### src/rtl/guess_game_ctrl.sv
// ============================================================================
// Module   : guess_game_ctrl
// Purpose  : Number-guessing game sequencer: target latch, BCD guess check,
//            attempt counting and win/lose decision.
// Revision : 1.0 - initial release
// ============================================================================
`default_nettype none

module guess_game_ctrl #(
  parameter int MAX_TRIES = 10,
  parameter int TRY_W     = 4
) (
  input  logic             clk,
  input  logic             reset,
  input  logic             submit_N,
  input  logic             submit_guess,
  input  logic             new_game,
  input  logic [16:0]      nvalue,
  input  logic [16:0]      guess_in,
  output logic [2:0]       state,
  output logic [1:0]       hint,
  output logic [TRY_W-1:0] tries,
  output logic             err,
  output logic             win,
  output logic             lose,
  output logic [16:0]      target_out
);

  typedef enum logic [2:0] {
    ST_ARM   = 3'd0,
    ST_PLAY  = 3'd1,
    ST_CHECK = 3'd2,
    ST_WIN   = 3'd3,
    ST_LOSE  = 3'd4
  } state_t;

  localparam logic [TRY_W-1:0] c_max_tries = TRY_W'(MAX_TRIES);
  localparam logic [1:0]       c_hint_none = 2'b00;
  localparam logic [1:0]       c_hint_low  = 2'b01;
  localparam logic [1:0]       c_hint_high = 2'b10;
  localparam logic [1:0]       c_hint_hit  = 2'b11;

  // Bit 16 is the ten-thousands digit and may be 0 or 1 freely.
  function automatic logic f_bcd_ok(input logic [16:0] v);
    return (v[3:0] <= 4'd9) && (v[7:4] <= 4'd9) &&
           (v[11:8] <= 4'd9) && (v[15:12] <= 4'd9);
  endfunction

  state_t           r_state, w_state_nxt;
  logic [16:0]      r_target, w_target_nxt;
  logic [16:0]      r_guess, w_guess_nxt;
  logic [TRY_W-1:0] r_tries, w_tries_nxt;
  logic [1:0]       r_hint, w_hint_nxt;
  logic             r_err, w_err_nxt;
  logic             r_win, r_lose;
  logic             r_hist_n, r_hist_guess, r_hist_new;

  logic             w_ev_n, w_ev_guess, w_ev_new;
  logic [TRY_W-1:0] w_tries_inc;

  assign w_ev_n      = r_hist_n     & ~submit_N;
  assign w_ev_guess  = r_hist_guess & ~submit_guess;
  assign w_ev_new    = r_hist_new   & ~new_game;
  assign w_tries_inc = r_tries + 1'b1;

  always_comb begin
    w_state_nxt  = r_state;
    w_target_nxt = r_target;
    w_guess_nxt  = r_guess;
    w_tries_nxt  = r_tries;
    w_hint_nxt   = r_hint;
    w_err_nxt    = 1'b0;

    case (r_state)
      ST_ARM: begin
        if (w_ev_new) begin
          w_tries_nxt = '0;
          w_hint_nxt  = c_hint_none;
        end else if (w_ev_n) begin
          if (f_bcd_ok(nvalue)) begin
            w_target_nxt = nvalue;
            w_tries_nxt  = '0;
            w_hint_nxt   = c_hint_none;
            w_state_nxt  = ST_PLAY;
          end else begin
            w_err_nxt = 1'b1;
          end
        end
      end

      ST_PLAY: begin
        if (w_ev_new) begin
          w_tries_nxt = '0;
          w_hint_nxt  = c_hint_none;
          w_state_nxt = ST_ARM;
        end else if (w_ev_guess) begin
          if (f_bcd_ok(guess_in)) begin
            w_guess_nxt = guess_in;
            w_state_nxt = ST_CHECK;
          end else begin
            w_err_nxt = 1'b1;
          end
        end
      end

      // Single-cycle evaluation; button events seen here are dropped.
      ST_CHECK: begin
        if (r_tries < c_max_tries) begin
          w_tries_nxt = w_tries_inc;
        end
        if (r_guess == r_target) begin
          w_hint_nxt  = c_hint_hit;
          w_state_nxt = ST_WIN;
        end else begin
          w_hint_nxt  = (r_guess < r_target) ? c_hint_low : c_hint_high;
          w_state_nxt = (w_tries_inc == c_max_tries) ? ST_LOSE : ST_PLAY;
        end
      end

      ST_WIN, ST_LOSE: begin
        if (w_ev_new) begin
          w_tries_nxt = '0;
          w_hint_nxt  = c_hint_none;
          w_state_nxt = ST_ARM;
        end
      end

      default: begin
        w_tries_nxt = '0;
        w_hint_nxt  = c_hint_none;
        w_state_nxt = ST_ARM;
      end
    endcase
  end

  always_ff @(posedge clk or negedge reset) begin
    if (!reset) begin
      r_state      <= ST_ARM;
      r_target     <= '0;
      r_guess      <= '0;
      r_tries      <= '0;
      r_hint       <= c_hint_none;
      r_err        <= 1'b0;
      r_win        <= 1'b0;
      r_lose       <= 1'b0;
      r_hist_n     <= 1'b1;
      r_hist_guess <= 1'b1;
      r_hist_new   <= 1'b1;
    end else begin
      r_state      <= w_state_nxt;
      r_target     <= w_target_nxt;
      r_guess      <= w_guess_nxt;
      r_tries      <= w_tries_nxt;
      r_hint       <= w_hint_nxt;
      r_err        <= w_err_nxt;
      r_win        <= (w_state_nxt == ST_WIN);
      r_lose       <= (w_state_nxt == ST_LOSE);
      r_hist_n     <= submit_N;
      r_hist_guess <= submit_guess;
      r_hist_new   <= new_game;
    end
  end

  assign state      = r_state;
  assign hint       = r_hint;
  assign tries      = r_tries;
  assign err        = r_err;
  assign win        = r_win;
  assign lose       = r_lose;
  assign target_out = ((r_state == ST_WIN) || (r_state == ST_LOSE)) ? r_target : 17'd0;

endmodule

`default_nettype wire
### config.mk
export PLATFORM = sky130hd
export DESIGN_NAME = guess_game_ctrl
export DESIGN_NICKNAME = d
export VERILOG_FILES = /design/src/rtl/guess_game_ctrl.sv
export SDC_FILE = /design/constraint.sdc
export NUM_CORES = 1
export LEC_CHECK = 0
export ABC_AREA = 0
export CAP_MARGIN = 20
export CORE_MARGIN = 8
export CORE_UTILIZATION = 40
export CTS_BUF_LIST = sky130_fd_sc_hd__clkbuf_8
export DETAILED_ROUTE_END_ITERATION = 7
export GPL_TIMING_DRIVEN = 0
export HOLD_SLACK_MARGIN = 0.06
export PLACE_DENSITY = 0.67
export SLEW_MARGIN = 25
export SYNTH_ARGS = -nofsm -noshare
export SYNTH_HDL_FRONTEND = slang
export SYNTH_SLANG_ARGS = --single-unit
### constraint.sdc
create_clock -name clk -period 1.8 [get_ports clk]
set_clock_uncertainty 0.2 [all_clocks]
set_input_delay 0.27 -clock clk [delete_from_list [all_inputs] [get_ports clk]]
set_output_delay 0.27 -clock clk [all_outputs]
set_load 0.03 [all_outputs]
Fig. 1: clock network drawn from the DEF
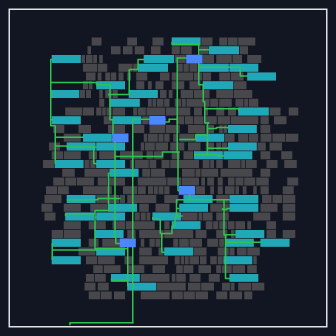
blue -> cells driving clock nets  # count 5
green -> clock wires  # length 645 µm
cyan -> flip-flops  # count 49
routed clock nets = 6
clock share of power: 0.222
Clock group: 719 µW
clk ins delay skew pair: 0.31 ns

Fig. 2: cell sizes after repair
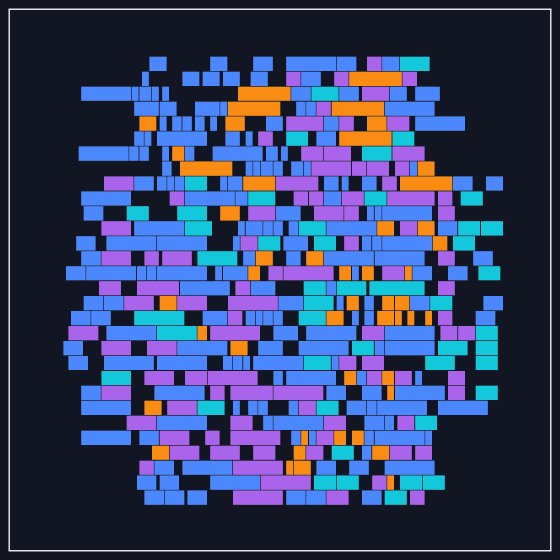
cyan -> drive 6 and up  # cells 46, most used buf_6
purple -> drive 3 to 4  # cells 93, most used buf_4
blue -> drive 1 or less  # cells 193, most used dfrtp_1
orange -> drive 2  # cells 47, most used o21ai_2

Fig. 3: track usage over the die
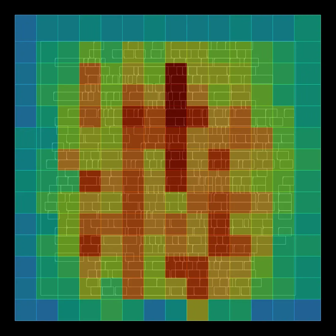
met1 Usage GRT: 0.194
wire length per cell: 18.1 µm
most used routing layer in global routing: met2
Total Routing Usage GR: 0.165

Fig. 4: the metal 3 layer
Cells faint in the background.
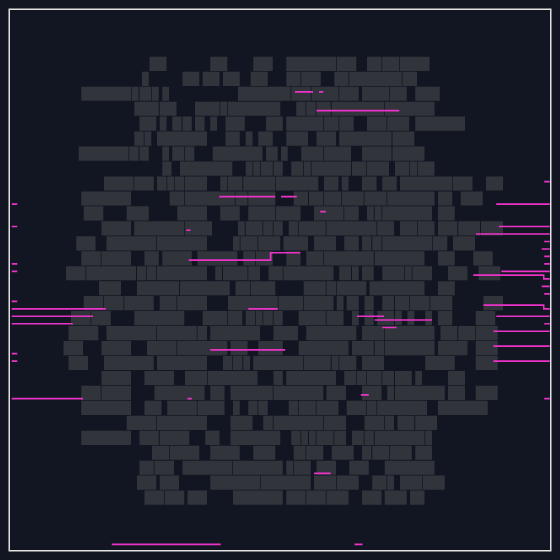
nets with wire on the layer = 41
longest straight run = 19.5 µm
wire length on this layer = 285 µm
share of all routed wire = 3.4%
routing usage on met3: 0.0299
total via count in the routed design: 2,403

==> flow_summary.html <==
<p>Metrics extracted from the flow reports.</p>
<table>
<tr><th>Metric</th><th>Value</th></tr>
<tr><th colspan="2">Yosys</th></tr>
<tr><td>Largest type area fraction</td><td>0.426</td></tr>
<tr><td>Post-synthesis cell count</td><td>263</td></tr>
<tr><td>Number of synthesized flops with an enable pin</td><td>0</td></tr>
<tr><td>Yosys Instances</td><td>around 260</td></tr>
<tr><th colspan="2">Status</th></tr>
<tr><td>Violated checks</td><td>setup timing</td></tr>
<tr><td>Outcome</td><td>finished, violations left</td></tr>
<tr><th colspan="2">Worst setup path</th></tr>
<tr><td>Origin of the worst setup path</td><td>state[2]$_DFF_PN0_</td></tr>
<tr><td>Peak per-stage delay on the critical path</td><td>0.43 ns</td></tr>
<tr><td>Destination of the worst register-to-register timing path</td><td>r_target[0]$_DFFE_PN0P_</td></tr>
<tr><td>Worst reg2reg startpoint</td><td>state[0]$_DFF_PN0_</td></tr>
<tr><th colspan="2">Placement</th></tr>
<tr><td>Placed Cells</td><td>410</td></tr>
<tr><td>Setup slack at placement</td><td>-0.769 ns</td></tr>
<tr><th colspan="2">Final timing</th></tr>
<tr><td>Total of endpoints with negative setup slack in the final report</td><td>59</td></tr>
<tr><td>Fin Hold WS</td><td>roughly 0.2 ns</td></tr>
<tr><td>Unrepaired setup endpoints after global routing</td><td>true</td></tr>
<tr><td>Setup total negative slack</td><td>-10.18 ns</td></tr>
<tr><td>Final Max Tran Viols</td><td>0</td></tr>
<tr><td>Worst setup slack after layout</td><td>-0.374 ns</td></tr>
<tr><td>Timing-limited maximum frequency</td><td>~0.46 GHz</td></tr>
<tr><th colspan="2">Detailed routing</th></tr>
<tr><td>Initial DRC count</td><td>91</td></tr>
<tr><td>Top routing layer in use</td><td>met4</td></tr>
<tr><td>Total routed wirelength</td><td>8330 µm</td></tr>
<tr><th colspan="2">Global route</th></tr>
<tr><td>Antenna violations before repair</td><td>0</td></tr>
<tr><td>Met2 routing resource usage after global routing</td><td>0.280</td></tr>
<tr><th colspan="2">Hold path</th></tr>
<tr><td>Hold-critical path depth</td><td>1</td></tr>
<tr><td>Sink of the worst hold path</td><td>r_hist_guess$_DFF_PN1_</td></tr>
</table>
==> where the power goes <==
part           switching [mW]  leakage [nW]  internal (mW)
clock                   0.371        0.0542          0.348
combinational           0.555          1.39          0.562
sequential              0.130         0.622           1.28
total                    1.06          2.07           2.19
==> what timing repair did <==
| action | in CTS | in global routing |
|---|---|---|
| pin swaps | 31 | 23 |
| endpoints found under the hold margin | 46 | 0 |
| endpoints found under the setup margin | 71 | 63 |
| hold buffers | 1 | 0 |
| resized | 225 | 53 |
| setup buffers | 24 | 11 |
| gates cloned | 6 | 1 |
==> kinds of logic (layout without fill, tap and decap cells) <==
family	count (synthesis)	count (layout)	share of synthesized area
flops	49	49	0.455
simple gates	85	85	0.183
xor+xnor	1	1	0.00324
fa+ha+maj	19	19	0.0880
buf+inv	29	144	0.0556
mux	18	18	0.0857
compound gates	62	63	0.129
==> area by class of cell <==
type                            count  area (µm²)
Sequential cell                    49        1230
Tap cell                           80         100
Inverter                           19        71.3
Multi-Input combinational cell    186        1760
Clock inverter                      1        5.00
Timing Repair Buffer              108        1090
Fill cell                         482        2200
Clock buffer                        7        96.3
Buffer                              9         121
==> placed cells by master, fill, tap and decap left out, types with 2 or more instances in the layout <==
master	n
sky130_fd_sc_hd__o21ai_0	9
sky130_fd_sc_hd__nor2_2	2
sky130_fd_sc_hd__nand2_4	9
sky130_fd_sc_hd__dfrtp_2	4
sky130_fd_sc_hd__nand2_2	9
sky130_fd_sc_hd__nor4_4	2
sky130_fd_sc_hd__ha_4	9
sky130_fd_sc_hd__clkbuf_8	7
sky130_fd_sc_hd__inv_1	11
sky130_fd_sc_hd__and2_2	2
sky130_fd_sc_hd__buf_6	27
sky130_fd_sc_hd__buf_12	2
sky130_fd_sc_hd__inv_2	8
sky130_fd_sc_hd__o21ai_1	17
sky130_fd_sc_hd__nand2_1	15
sky130_fd_sc_hd__buf_4	27
sky130_fd_sc_hd__mux2_4	17
sky130_fd_sc_hd__dfstp_2	3
sky130_fd_sc_hd__nor2b_4	2
sky130_fd_sc_hd__ha_1	10
sky130_fd_sc_hd__dfrtp_1	42
sky130_fd_sc_hd__o21ai_2	11
sky130_fd_sc_hd__clkdlybuf4s50_1	38
sky130_fd_sc_hd__dlygate4sd2_1	10
sky130_fd_sc_hd__a21oi_2	3
sky130_fd_sc_hd__nand3_2	2
sky130_fd_sc_hd__a21oi_1	12
sky130_fd_sc_hd__nand4_1	3
sky130_fd_sc_hd__nor2_1	6
sky130_fd_sc_hd__o211ai_1	2
sky130_fd_sc_hd__nand3b_1	2
sky130_fd_sc_hd__and2_4	15
sky130_fd_sc_hd__buf_8	8
==> synthesized netlist by cell type (all sizes together), types with 2 or more instances <==
| cell type | n |
|---|---|
| dfrtp | 46 |
| o21ai | 37 |
| nand2 | 33 |
| ha | 19 |
| inv | 19 |
| and2 | 17 |
| mux2 | 17 |
| a21oi | 15 |
| nor2 | 9 |
| buf | 8 |
| nand4 | 4 |
| dfstp | 3 |
| nand3 | 3 |
| clkbuf | 2 |
| nand2b | 2 |
| nand3b | 2 |
| nor2b | 2 |
| nor4 | 2 |
| o211ai | 2 |
Power figures rest on the tool's default switching activity, not on a simulated workload.
